`src/rtl/card_display_monitor_if.sv`:
```
// Bundle of baccarat display taps (HEX/LEDR in) and decoded/check results out.
interface card_display_monitor_if #(
    parameter int ERR_CNT_W = 8
);
    logic                 sample_en;
    logic [6:0]           HEX0, HEX1, HEX2, HEX3, HEX4, HEX5;
    logic [9:0]           LEDR;
    logic [3:0]           pcard1, pcard2, pcard3;
    logic [3:0]           dcard1, dcard2, dcard3;
    logic [3:0]           pscore_calc, dscore_calc;
    logic [2:0]           card_count;
    logic                 check_valid;
    logic                 hex_err, score_err, order_err, win_err;
    logic [ERR_CNT_W-1:0] err_count;

    modport master (
        output sample_en, HEX0, HEX1, HEX2, HEX3, HEX4, HEX5, LEDR,
        input  pcard1, pcard2, pcard3, dcard1, dcard2, dcard3,
               pscore_calc, dscore_calc, card_count, check_valid,
               hex_err, score_err, order_err, win_err, err_count
    );

    modport slave (
        input  sample_en, HEX0, HEX1, HEX2, HEX3, HEX4, HEX5, LEDR,
        output pcard1, pcard2, pcard3, dcard1, dcard2, dcard3,
               pscore_calc, dscore_calc, card_count, check_valid,
               hex_err, score_err, order_err, win_err, err_count
    );
endinterface

```
`src/rtl/card_display_monitor.sv`:
```
// Passive baccarat display checker: decodes HEX5..HEX0, rescores both hands, checks LEDR.
// Define WINNER_CHECK_EN to also check the win lights against the recomputed scores.
module card_display_monitor #(
    parameter int ERR_CNT_W   = 8,
    parameter bit STRICT_STEP = 1'b1
) (
    input logic                   fast_clock,
    input logic                   reset,
    card_display_monitor_if.slave mon
);
    localparam int NUM_LANES = 6;
    localparam int STAGES    = 1;

    typedef enum logic [2:0] {IDLE, P1, D1, P2, D2, P3, D3} state_t;

    function automatic logic [3:0] decode(input logic [6:0] h);
        case (h)
            7'b1111111: decode = 4'd0;
            7'b0001000: decode = 4'd1;
            7'b0100100: decode = 4'd2;
            7'b0110000: decode = 4'd3;
            7'b0011001: decode = 4'd4;
            7'b0010010: decode = 4'd5;
            7'b0000010: decode = 4'd6;
            7'b1111000: decode = 4'd7;
            7'b0000000: decode = 4'd8;
            7'b0010000: decode = 4'd9;
            7'b1000000: decode = 4'd10;
            7'b1100001: decode = 4'd11;
            7'b0011000: decode = 4'd12;
            7'b0001001: decode = 4'd13;
            default:    decode = 4'd15;
        endcase
    endfunction

    function automatic logic [4:0] pts(input logic [3:0] r);
        pts = (r >= 4'd1 && r <= 4'd9) ? {1'b0, r} : 5'd0;
    endfunction

    function automatic logic [3:0] mod10(input logic [4:0] s);
        logic [4:0] t;
        if (s >= 5'd20)      t = s - 5'd20;
        else if (s >= 5'd10) t = s - 5'd10;
        else                 t = s;
        mod10 = t[3:0];
    endfunction

    // S0: raw capture, lanes stored in deal order (PC1,DC1,PC2,DC2,PC3,DC3)
    logic [STAGES:0]                 vld_pipe;
    logic [NUM_LANES-1:0][6:0]       hex_q;
`ifdef WINNER_CHECK_EN
    logic [9:0]                      ledr_q;
`else
    logic [7:0]                      ledr_q;
`endif

    always_ff @(posedge fast_clock or posedge reset) begin
        if (reset) begin
            vld_pipe <= '0;
            hex_q    <= '0;
            ledr_q   <= '0;
        end else begin
            vld_pipe <= {vld_pipe[STAGES-1:0], mon.sample_en};
            if (mon.sample_en) begin
                hex_q  <= {mon.HEX5, mon.HEX2, mon.HEX4, mon.HEX1, mon.HEX3, mon.HEX0};
                ledr_q <= mon.LEDR[$bits(ledr_q)-1:0];
            end
        end
    end

    // S1: per-lane decode and hand scores
    logic [NUM_LANES-1:0][3:0] rank;
    logic [NUM_LANES-1:0]      present;

    for (genvar g = 0; g < NUM_LANES; g++) begin : g_lane
        assign rank[g]    = decode(hex_q[g]);
        assign present[g] = (rank[g] != 4'd0);
    end

    logic [3:0] pscore, dscore;
    assign pscore = mod10(pts(rank[0]) + pts(rank[2]) + pts(rank[4]));
    assign dscore = mod10(pts(rank[1]) + pts(rank[3]) + pts(rank[5]));

    // S2: checks against order FSM and held ranks
    state_t                    state;
    logic [NUM_LANES-1:0][3:0] held;
    logic [2:0]                n_present;
    logic                      hex_bad, unstable, is_prefix, shrink, step_bad;
    logic                      order_bad, score_bad, win_bad, any_bad;

    always_comb begin
        n_present = '0;
        hex_bad   = 1'b0;
        unstable  = 1'b0;
        for (int i = 0; i < NUM_LANES; i++) begin
            n_present = n_present + 3'(present[i]);
            if (rank[i] == 4'd15) hex_bad = 1'b1;
            if (i < int'(state) && rank[i] != held[i]) unstable = 1'b1;
        end
    end

    // a legal hand fills the low lanes contiguously: x & (x+1) clears the run of ones
    assign is_prefix = ((present & (present + 6'd1)) == 6'd0);
    assign shrink    = (n_present < 3'(state));
    assign step_bad  = STRICT_STEP && ({1'b0, n_present} > ({1'b0, 3'(state)} + 4'd1));
    assign order_bad = (n_present != 3'd0) && (!is_prefix || shrink || step_bad || unstable);
    assign score_bad = (ledr_q[7:0] != {dscore, pscore});

`ifdef WINNER_CHECK_EN
    logic [1:0] win_exp;
    assign win_exp = (pscore > dscore) ? 2'b01 : (dscore > pscore) ? 2'b10 : 2'b11;
    assign win_bad = (ledr_q[9:8] != 2'b00) && (ledr_q[9:8] != win_exp);
`else
    assign win_bad = 1'b0;
`endif

    assign any_bad = hex_bad | score_bad | order_bad | win_bad;

    logic [NUM_LANES-1:0][3:0] cards_q;
    logic [3:0]                pscore_q, dscore_q;
    logic [2:0]                count_q;
    logic                      hex_err_q, score_err_q, order_err_q, win_err_q;
    logic [ERR_CNT_W-1:0]      err_cnt;

    always_ff @(posedge fast_clock or posedge reset) begin
        if (reset) begin
            state       <= IDLE;
            held        <= '0;
            cards_q     <= '0;
            pscore_q    <= '0;
            dscore_q    <= '0;
            count_q     <= '0;
            hex_err_q   <= 1'b0;
            score_err_q <= 1'b0;
            order_err_q <= 1'b0;
            win_err_q   <= 1'b0;
            err_cnt     <= '0;
        end else if (vld_pipe[0]) begin
            cards_q     <= rank;
            pscore_q    <= pscore;
            dscore_q    <= dscore;
            count_q     <= n_present;
            hex_err_q   <= hex_bad;
            score_err_q <= score_bad;
            order_err_q <= order_bad;
            win_err_q   <= win_bad;
            if (any_bad && err_cnt != '1) err_cnt <= err_cnt + 1'b1;
            // on an order violation the FSM and held ranks stay put
            if (n_present == 3'd0) begin
                state <= IDLE;
                held  <= '0;
            end else if (!order_bad) begin
                state <= state_t'(n_present);
                held  <= rank;
            end
        end
    end

    assign mon.pcard1      = cards_q[0];
    assign mon.dcard1      = cards_q[1];
    assign mon.pcard2      = cards_q[2];
    assign mon.dcard2      = cards_q[3];
    assign mon.pcard3      = cards_q[4];
    assign mon.dcard3      = cards_q[5];
    assign mon.pscore_calc = pscore_q;
    assign mon.dscore_calc = dscore_q;
    assign mon.card_count  = count_q;
    assign mon.check_valid = vld_pipe[STAGES];
    assign mon.hex_err     = hex_err_q;
    assign mon.score_err   = score_err_q;
    assign mon.order_err   = order_err_q;
    assign mon.win_err     = win_err_q;
    assign mon.err_count   = err_cnt;
endmodule

```
`src/flat_wrapper.sv`:
```
// flat-port wrapper written by rule: the top's interface ports become plain ports
module card_display_monitor_flat 
#(
    parameter int ERR_CNT_W   = 8,
    parameter bit STRICT_STEP = 1'b1
)
  (fast_clock, reset, mon_sample_en, mon_HEX0, mon_HEX1, mon_HEX2, mon_HEX3, mon_HEX4, mon_HEX5, mon_LEDR, mon_pcard1, mon_pcard2, mon_pcard3, mon_dcard1, mon_dcard2, mon_dcard3, mon_pscore_calc, mon_dscore_calc, mon_card_count, mon_check_valid, mon_hex_err, mon_score_err, mon_order_err, mon_win_err, mon_err_count);
  card_display_monitor_if #(.ERR_CNT_W(ERR_CNT_W)) mon_i ();
  input logic fast_clock;
  input logic reset;
  input wire logic [$bits(mon_i.sample_en)-1:0] mon_sample_en;
  input wire logic [$bits(mon_i.HEX0)-1:0] mon_HEX0;
  input wire logic [$bits(mon_i.HEX1)-1:0] mon_HEX1;
  input wire logic [$bits(mon_i.HEX2)-1:0] mon_HEX2;
  input wire logic [$bits(mon_i.HEX3)-1:0] mon_HEX3;
  input wire logic [$bits(mon_i.HEX4)-1:0] mon_HEX4;
  input wire logic [$bits(mon_i.HEX5)-1:0] mon_HEX5;
  input wire logic [$bits(mon_i.LEDR)-1:0] mon_LEDR;
  output wire logic [$bits(mon_i.pcard1)-1:0] mon_pcard1;
  output wire logic [$bits(mon_i.pcard2)-1:0] mon_pcard2;
  output wire logic [$bits(mon_i.pcard3)-1:0] mon_pcard3;
  output wire logic [$bits(mon_i.dcard1)-1:0] mon_dcard1;
  output wire logic [$bits(mon_i.dcard2)-1:0] mon_dcard2;
  output wire logic [$bits(mon_i.dcard3)-1:0] mon_dcard3;
  output wire logic [$bits(mon_i.pscore_calc)-1:0] mon_pscore_calc;
  output wire logic [$bits(mon_i.dscore_calc)-1:0] mon_dscore_calc;
  output wire logic [$bits(mon_i.card_count)-1:0] mon_card_count;
  output wire logic [$bits(mon_i.check_valid)-1:0] mon_check_valid;
  output wire logic [$bits(mon_i.hex_err)-1:0] mon_hex_err;
  output wire logic [$bits(mon_i.score_err)-1:0] mon_score_err;
  output wire logic [$bits(mon_i.order_err)-1:0] mon_order_err;
  output wire logic [$bits(mon_i.win_err)-1:0] mon_win_err;
  output wire logic [$bits(mon_i.err_count)-1:0] mon_err_count;
  assign mon_i.sample_en = mon_sample_en;
  assign mon_i.HEX0 = mon_HEX0;
  assign mon_i.HEX1 = mon_HEX1;
  assign mon_i.HEX2 = mon_HEX2;
  assign mon_i.HEX3 = mon_HEX3;
  assign mon_i.HEX4 = mon_HEX4;
  assign mon_i.HEX5 = mon_HEX5;
  assign mon_i.LEDR = mon_LEDR;
  assign mon_pcard1 = mon_i.pcard1;
  assign mon_pcard2 = mon_i.pcard2;
  assign mon_pcard3 = mon_i.pcard3;
  assign mon_dcard1 = mon_i.dcard1;
  assign mon_dcard2 = mon_i.dcard2;
  assign mon_dcard3 = mon_i.dcard3;
  assign mon_pscore_calc = mon_i.pscore_calc;
  assign mon_dscore_calc = mon_i.dscore_calc;
  assign mon_card_count = mon_i.card_count;
  assign mon_check_valid = mon_i.check_valid;
  assign mon_hex_err = mon_i.hex_err;
  assign mon_score_err = mon_i.score_err;
  assign mon_order_err = mon_i.order_err;
  assign mon_win_err = mon_i.win_err;
  assign mon_err_count = mon_i.err_count;
  card_display_monitor #(.ERR_CNT_W(ERR_CNT_W), .STRICT_STEP(STRICT_STEP)) u_core (.fast_clock(fast_clock), .reset(reset), .mon(mon_i));
endmodule
```
`config.mk`:
```
export PLATFORM = sky130hd
export DESIGN_NAME = card_display_monitor_flat
export DESIGN_NICKNAME = d
export VERILOG_FILES = /design/src/rtl/card_display_monitor_if.sv /design/src/rtl/card_display_monitor.sv /design/src/flat_wrapper.sv
export SDC_FILE = /design/constraint.sdc
export NUM_CORES = 1
export LEC_CHECK = 0
export CELL_PAD_IN_SITES_DETAIL_PLACEMENT = 0
export CELL_PAD_IN_SITES_GLOBAL_PLACEMENT = 1
export CORE_ASPECT_RATIO = 1.75
export CORE_UTILIZATION = 30
export CTS_BUF_LIST = sky130_fd_sc_hd__clkbuf_4 sky130_fd_sc_hd__clkbuf_8
export CTS_CLUSTER_SIZE = 20
export DETAILED_ROUTE_END_ITERATION = 10
export PLACE_DENSITY_LB_ADDON = 0.25
export SYNTH_ARGS = -nofsm -noshare
export SYNTH_HDL_FRONTEND = slang
export SYNTH_SLANG_ARGS = --single-unit
```
`constraint.sdc`:
```
create_clock -name fast_clock -period 6.92 [get_ports fast_clock]
set_input_delay 1.038 -clock fast_clock [delete_from_list [all_inputs] [get_ports fast_clock]]
set_output_delay 1.038 -clock fast_clock [all_outputs]
set_load 0.1 [all_outputs]
```
==> results.toml <==
# yosys + openroad results
[outcome]
status = "finished, final reports clean"

[logic_synthesis]
synth-main-ff-cell = "dfrtp_1"
async_flop_share_pct = 100.0
synth.area.top_cells = "dfrtp_1, mux2_2, nor2_1"
top_cell = "dfrtp_1"

[route]
wl_met1_mm = 9.352
route.met3.wl_um = 589
first_iter_violations = 269

[sta]
slew_headroom_pct = 30.63
fin_skew_ns = 0.01196
worstMarginPinSlew_ns = 1.031
maxSlewViolCount = 0

[clocking]
h-tree-depth = 4
cts_sinks = 125
clockBufferDepth = 2
clock_latency_ns = 0.49

[layout]
stdcell_count = 1348
drive_gt1_share_pct = 15.13

[die]
die_area_um2 = 28540
die_h_um = 222.8

[grt]
grt_overflow = 0

[place]
placed_area_um2 = 9692

[power]
total_power_w = 0.002857

[critical_path]
cp_slowest_stage_delay_ns = 0.57
==> sequential cells by signal (all words and copies together), names as in the netlist, 4 cells and up <==
signal / flops
u_core.mon.dcard2: 4
u_core.mon.pcard2: 4
u_core.mon.dcard1: 4
u_core.mon.dcard3: 4
u_core.ledr_q: 8
u_core.held: 24
u_core.mon.pscore_calc: 4
u_core.hex_q: 42
u_core.mon.err_count: 8
u_core.mon.pcard3: 4
u_core.mon.dscore_calc: 4
u_core.mon.pcard1: 4
==> logic make-up after synthesis <==
| family | count (synthesis) | share of synthesized area [%] |
|---|---|---|
| fa+ha+maj | 35 | 6.410 |
| buf+inv | 105 | 5.182 |
| flops | 125 | 37.44 |
| simple gates | 325 | 21.88 |
| mux | 67 | 8.956 |
| compound gates | 184 | 15.26 |
| xor+xnor | 46 | 4.822 |
| other cells | 1 | 0.04489 |
==> power groups by stage <==
stage,combinational [W],sequential [W],clock (W)
5_1_grt,0.00125,0.00107,0.000725
2_1_floorplan,0.000554,0.00135,0
3_3_place_gp,0.00115,0.00106,0
4_1_cts,0.00116,0.00104,0.000699
6_report,0.00115,0.00104,0.000665
3_5_place_dp,0.00115,0.00106,0
==> cell type report <==
| class | instances | area share [%] |
|---|---|---|
| Multi-Input combinational cell | 658 | 47.60 |
| Sequential cell | 125 | 30.99 |
| Timing Repair Buffer | 120 | 11.31 |
| Tap cell | 369 | 4.568 |
| Clock buffer | 19 | 2.463 |
| Inverter | 43 | 1.622 |
| Clock inverter | 13 | 1.424 |
| Antenna cell | 1 | 0.02476 |
==> cells in the final DEF, fill, tap and decap left out, types with 7 or more instances in the layout <==
cell	instances
clkbuf_8	17
and3_1	8
a22o_1	8
nand3_1	30
nand4b_1	13
o21a_1	8
nor3b_1	13
nor2b_1	14
or3_1	8
ha_1	22
nor2_1	75
o21ai_1	12
nor4_1	14
xnor2_1	24
mux2_2	61
nor3_1	17
o21ai_0	28
a21o_1	11
clkdlybuf4s50_1	98
dfrtp_1	122
fa_1	13
xor2_1	22
a21oi_1	40
nand2b_1	9
a31oi_1	15
nand4_1	13
inv_1	40
nand2_1	54
nand3b_1	7
buf_4	21
==> routing by layer <==
layer / GRT usage [%] / vias to the layer above
met5: 0 / -
met4: 7.590 / 0
met3: 2.889 / 23
met2: 30.80 / 112
met1: 19.65 / 3287
li1: - / 3362
==> timing repair <==
action                                  in CTS  in global routing
hold buffers                                 0                  0
gates resized                                0                  5
endpoints found under the setup margin       0                  2
setup buffers                                0                  0
==> path summary, 6_finish.rpt <==
path	startpoint	end	slack (ns)	depth (start not counted)
min reg2reg	u_core.mon.err_count[6]$_DFFE_PP0P_	u_core.mon.err_count[6]$_DFFE_PP0P_	0.49	1
min in group asynchronous	reset	u_core.hex_q[34]$_DFFE_PP0P_	0.97	2
max reg2reg	u_core.hex_q[19]$_DFFE_PP0P_	u_core.mon.err_count[1]$_DFFE_PP0P_	0.59	29
max	u_core.hex_q[19]$_DFFE_PP0P_	u_core.mon.err_count[1]$_DFFE_PP0P_	0.59	29
min	u_core.mon.err_count[6]$_DFFE_PP0P_	u_core.mon.err_count[6]$_DFFE_PP0P_	0.49	1
max in group asynchronous	reset	u_core.vld_pipe[0]$_DFF_PP0_	4.95	3
==> images/clock_wires.png <==
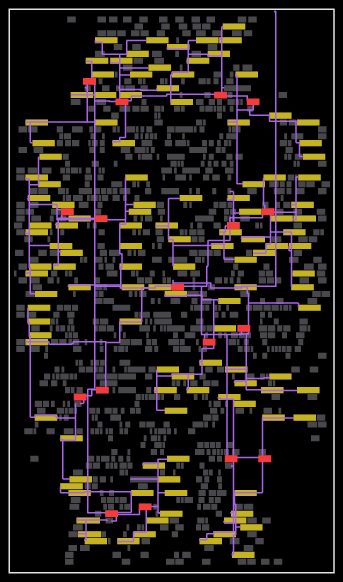
[flip-flops] yellow | count: 125
[clock wires] purple | length: 2220 um
[clock-net drivers] red | count: 17
flops lie: all over the die

==> images/layers.png <==
Bar = 50 um.
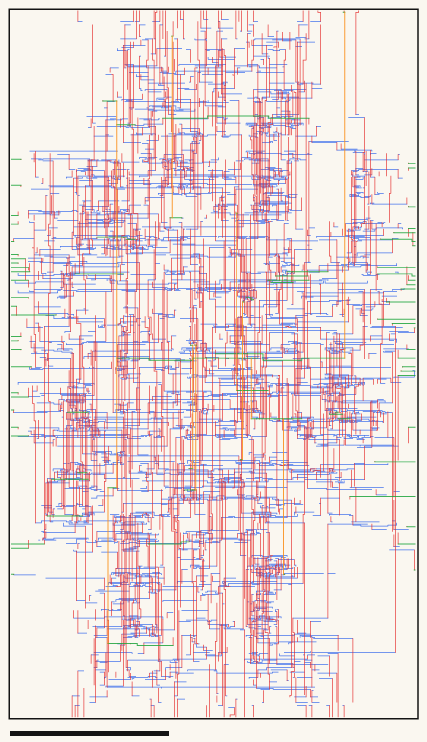
| layer | colour | wire length |
|---|---|---|
| M2 | red | 12200 um |
| M3 | green | 590 um |
| M4 | orange | 594 um |
| M1 | blue | 9350 um |
vias: 6784
routed len/inst: 16.87 um
Post-Route WL: 22.75 mm
Global Route Usage Sum: 17.16%

==> images/util_map.png <==
The die is cut into 13 by 22 equal tiles; dark blue is low, red is high, 0 to 100% covered.
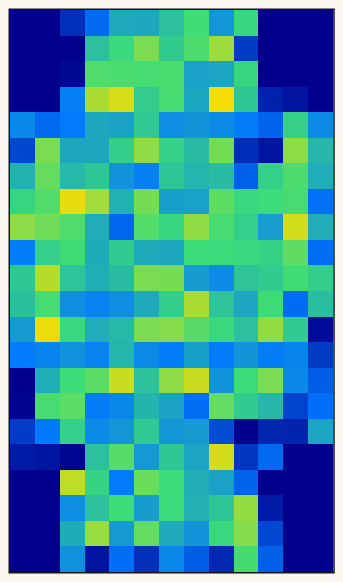
mean over tiles: 34%
fullest tile: 74%
nearly empty tiles: 15%
emptiest ninth of the die: bottom right
utilization after layout: 36.99%
FP Util: 30.57%
Core Area: 27330 um2

Power figures rest on the tool's default switching activity, not on a simulated workload.
